**Metal 1**

The bar under the picture is 100 um long.
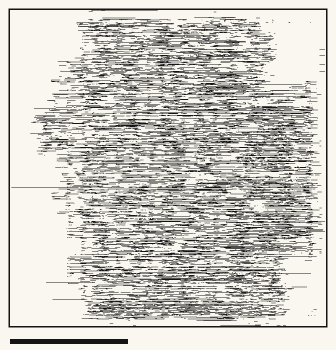
**The metal 2 layer**

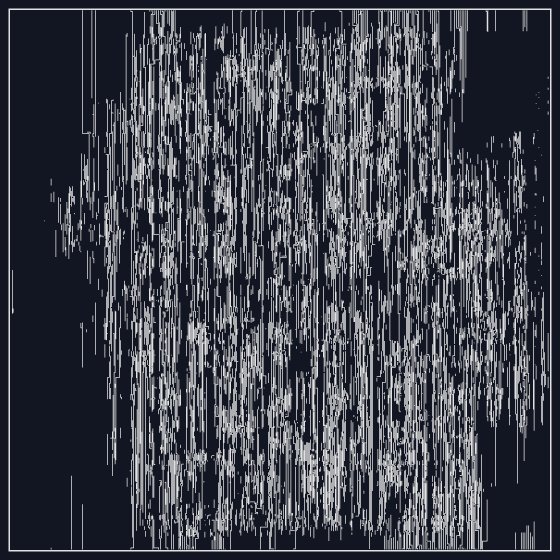
**The metal 3 layer**

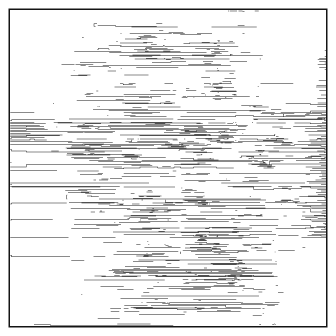
File: src/rtl/audio_sample_packetizer.sv
// audio_sample_packetizer: buffers PCM frames and forms HDMI audio sample packets with IEC 60958 status bits
module audio_sample_packetizer #(
    parameter int CHANNEL_COUNT = 2,
    parameter int SAMPLE_WIDTH = 24,
    parameter int FIFO_DEPTH = 8,
    parameter logic [3:0] SAMPLING_FREQUENCY = 4'b0010,
    parameter logic [3:0] WORD_LENGTH = 4'b1011
) (
    input  logic                                    clk_pixel,
    input  logic                                    reset,
    input  logic                                    sample_valid,
    output logic                                    sample_ready,
    input  logic [CHANNEL_COUNT*SAMPLE_WIDTH-1:0]   sample_word,
    output logic                                    packet_ready,
    input  logic                                    packet_ack,
    output logic [23:0]                             header,
    output logic [223:0]                            sub
);
    localparam int AW = $clog2(FIFO_DEPTH);
    localparam int PAIRS = CHANNEL_COUNT / 2;
    localparam logic LAYOUT = CHANNEL_COUNT > 2;

    logic [CHANNEL_COUNT*SAMPLE_WIDTH-1:0] mem_q [FIFO_DEPTH];
    logic [AW-1:0] wr_q, rd_q, rd_d;
    logic [AW:0] cnt_q, cnt_d;
    logic full_q, push, form, pkt_q, pkt_d;
    logic [2:0] n;
    logic [7:0] fc_q, fc_d, idx;
    logic [8:0] s;
    logic [3:0] sp, b;
    logic [8*SAMPLE_WIDTH-1:0] fr;
    logic [23:0] hdr_q, hdr_d;
    logic [223:0] sub_q, sub_d;

    function automatic logic cs_bit(input logic [3:0] ch, input logic [7:0] i);
        return i == 8'd2
            || (i >= 8'd20 && i <= 8'd23 && ch[i[1:0]])
            || (i >= 8'd24 && i <= 8'd27 && SAMPLING_FREQUENCY[i[1:0]])
            || (i >= 8'd32 && i <= 8'd35 && WORD_LENGTH[i[1:0]]);
    endfunction

    function automatic logic [23:0] align(input logic [SAMPLE_WIDTH-1:0] v);
        return 24'(v) << (24 - SAMPLE_WIDTH);
    endfunction

    function automatic logic [55:0] subpkt(input logic [23:0] l, input logic [23:0] r, input logic cl, input logic cr);
        return {^{r, cr}, cr, 2'b00, ^{l, cl}, cl, 2'b00, r, l};
    endfunction

    assign sample_ready = !full_q && !reset;
    assign push = sample_valid && sample_ready;
    assign form = !pkt_q && cnt_q != '0;
    assign n = LAYOUT ? 3'd1 : (cnt_q > (AW+1)'(4) ? 3'd4 : 3'(cnt_q));
    assign rd_d = form ? rd_q + AW'(n) : rd_q;
    assign cnt_d = cnt_q + (AW+1)'(push) - (form ? (AW+1)'(n) : '0);
    assign packet_ready = pkt_q;
    assign header = hdr_q;
    assign sub = sub_q;

    // Build the next packet from the FIFO head whenever the output slot is free
    always_comb begin
        pkt_d = pkt_q && !packet_ack;
        hdr_d = hdr_q;
        sub_d = sub_q;
        fc_d = fc_q;
        sp = '0;
        b = '0;
        fr = '0;
        idx = '0;
        s = '0;
        if (form) begin
            for (int k = 0; k < 4; k++) begin
                fr = (8*SAMPLE_WIDTH)'(mem_q[LAYOUT ? rd_q : rd_q + AW'(k)]);
                s = {1'b0, fc_q} + (LAYOUT ? 9'd0 : 9'(k));
                idx = s >= 9'd192 ? 8'(s - 9'd192) : s[7:0];
                sp[k] = LAYOUT ? (k < PAIRS) : (3'(k) < n);
                b[k] = sp[k] && idx == 8'd0 && (!LAYOUT || k == 0);
                sub_d[k*56 +: 56] = sp[k] ? subpkt(
                    align(fr[(LAYOUT ? 2*k : 0)*SAMPLE_WIDTH +: SAMPLE_WIDTH]),
                    align(fr[(LAYOUT ? 2*k+1 : 1)*SAMPLE_WIDTH +: SAMPLE_WIDTH]),
                    cs_bit(LAYOUT ? 4'(2*k+1) : 4'd1, idx),
                    cs_bit(LAYOUT ? 4'(2*k+2) : 4'd2, idx)) : 56'd0;
            end
            s = {1'b0, fc_q} + 9'(n);
            fc_d = s >= 9'd192 ? 8'(s - 9'd192) : s[7:0];
            hdr_d = {b, 7'd0, LAYOUT, sp, 8'h02};
            pkt_d = 1'b1;
        end
    end

    // Pointer, occupancy, frame counter and packet register state
    always_ff @(posedge clk_pixel) begin
        if (reset) begin
            wr_q <= '0;
            rd_q <= '0;
            cnt_q <= '0;
            full_q <= 1'b0;
            pkt_q <= 1'b0;
            fc_q <= '0;
            hdr_q <= '0;
            sub_q <= '0;
        end else begin
            wr_q <= wr_q + AW'(push);
            rd_q <= rd_d;
            cnt_q <= cnt_d;
            full_q <= cnt_d == (AW+1)'(FIFO_DEPTH);
            pkt_q <= pkt_d;
            fc_q <= fc_d;
            hdr_q <= hdr_d;
            sub_q <= sub_d;
        end
    end

    // Frame storage; writes are already blocked while in reset or full
    always_ff @(posedge clk_pixel) begin
        if (push) mem_q[wr_q] <= sample_word;
    end
endmodule
File: config.mk
export PLATFORM = sky130hd
export DESIGN_NAME = audio_sample_packetizer
export DESIGN_NICKNAME = d
export VERILOG_FILES = /design/src/rtl/audio_sample_packetizer.sv
export SDC_FILE = /design/constraint.sdc
export NUM_CORES = 1
export LEC_CHECK = 0
export CAP_MARGIN = 20
export CORE_MARGIN = 5
export CORE_UTILIZATION = 50
export CTS_BUF_LIST = sky130_fd_sc_hd__clkbuf_8
export CTS_CLUSTER_DIAMETER = 120
export DETAILED_ROUTE_END_ITERATION = 10
export DONT_BUFFER_PORTS = 1
export PLACE_DENSITY = 0.69
export SLEW_MARGIN = 20
export SYNTH_ARGS = -nofsm -noshare
export SYNTH_HDL_FRONTEND = slang
export SYNTH_SLANG_ARGS = --single-unit
File: constraint.sdc
create_clock -name clk_pixel -period 8.05 [get_ports clk_pixel]
set_clock_uncertainty 0.2 [all_clocks]
set_input_delay 2.0125 -clock clk_pixel [delete_from_list [all_inputs] [get_ports clk_pixel]]
set_output_delay 2.0125 -clock clk_pixel [all_outputs]
set_load 0.005 [all_outputs]
==> flow_metrics.py <==
# Synthesis and PnR figures
metrics = {
    "synth": {
        "top_area_cell": "edfxtp_1",
        "ys.flop_type": "edfxtp_1",
        "yosys_area_um2": 33400,
        "yosysMostFrequentCell": "edfxtp_1",
        "yosys.area_share.aoi_pct": 6.23,
    },
    "route": {
        "dr_wl_met2_mm": 45.0,
        "drtPass1Iterations": 5,
    },
    "power": {
        "internal-power_mw": 10.1,
        "power_leakage_nw": 11.5,
        "seqPwrFrac_pct": 25.5,
    },
    "die": {
        "tap_cells": 864,
        "fp_util_pct": 50.6,
    },
    "cells_and_area": {
        "diodes": 1,
        "drive_gt1_share_pct": 18.8,
        "largest_class": "flip-flops and latches",
    },
    "global_route": {
        "antenna_found_initial": 5,
        "grt_util_met2_pct": 40.9,
        "grt.overflow.total": 0,
    },
    "setup_path": {
        "cp_top_family": "buffers and inverters",
        "cp_max_fo": 65,
        "worstSetupStartpointType": "flop",
        "crit_slowest_cell": "buf_4",
        "endpoint_kind": "flop",
    },
    "hold_path": {
        "hold_class": "reg2reg",
        "hold_path_end": "header[20]",
    },
    "sta": {
        "hold_violations": 0,
        "worstMarginPinSlew_ns": 1.17,
        "final.setup.tns_ns": 0,
    },
    "status": {
        "status": "complete, no violations",
    },
    "clock_tree": {
        "htreeDepth": 3,
    },
}
About 'metal 1':
2414 nets have wire on it. The longest straight run is 94.3 um. The wires run mostly horizontal. The layer carries 38.1 mm of wire. The layer holds 38% of the routed length.

About 'the metal 2 layer':
The longest straight run is 107 um. 2229 nets have wire on it. The wires run mostly vertical. The layer holds 44% of the routed length.

About 'the metal 3 layer':
The layer holds 15% of the routed length. 447 nets have wire on it.

## sequential cells by signal (all words and copies together) (netlist names), named ones only
register      flops
header            9
mem_q           384
packet_ready      1
sub             208
fc_q              8
cnt_q             4
wr_q              3
rd_q              3
full_q            1
## worst register-to-register path: stages, from the launching register on
cell and delay [ns]:
dfxtp_4 0.65, buf_4 0.84, buf_4 0.97, mux4_2 0.62
mux2i_1 0.67, xnor2_1 0.17, xnor2_1 0.21, xnor2_1 0.14
xnor3_1 0.42, nand2_1 0.08, a21oi_1 0.06
## per-stage QoR
stage | hold WS [ns] | area (um2)
2_1_floorplan | 0.248 | 33500
4_1_cts | 0.288 | 35700
5_1_grt | 0.329 | 35800
6_report | 0.285 | 35800
3_5_place_dp | 0.280 | 33600
3_3_place_gp | 0.275 | 33600
Power and IR drop assume default switching activity.
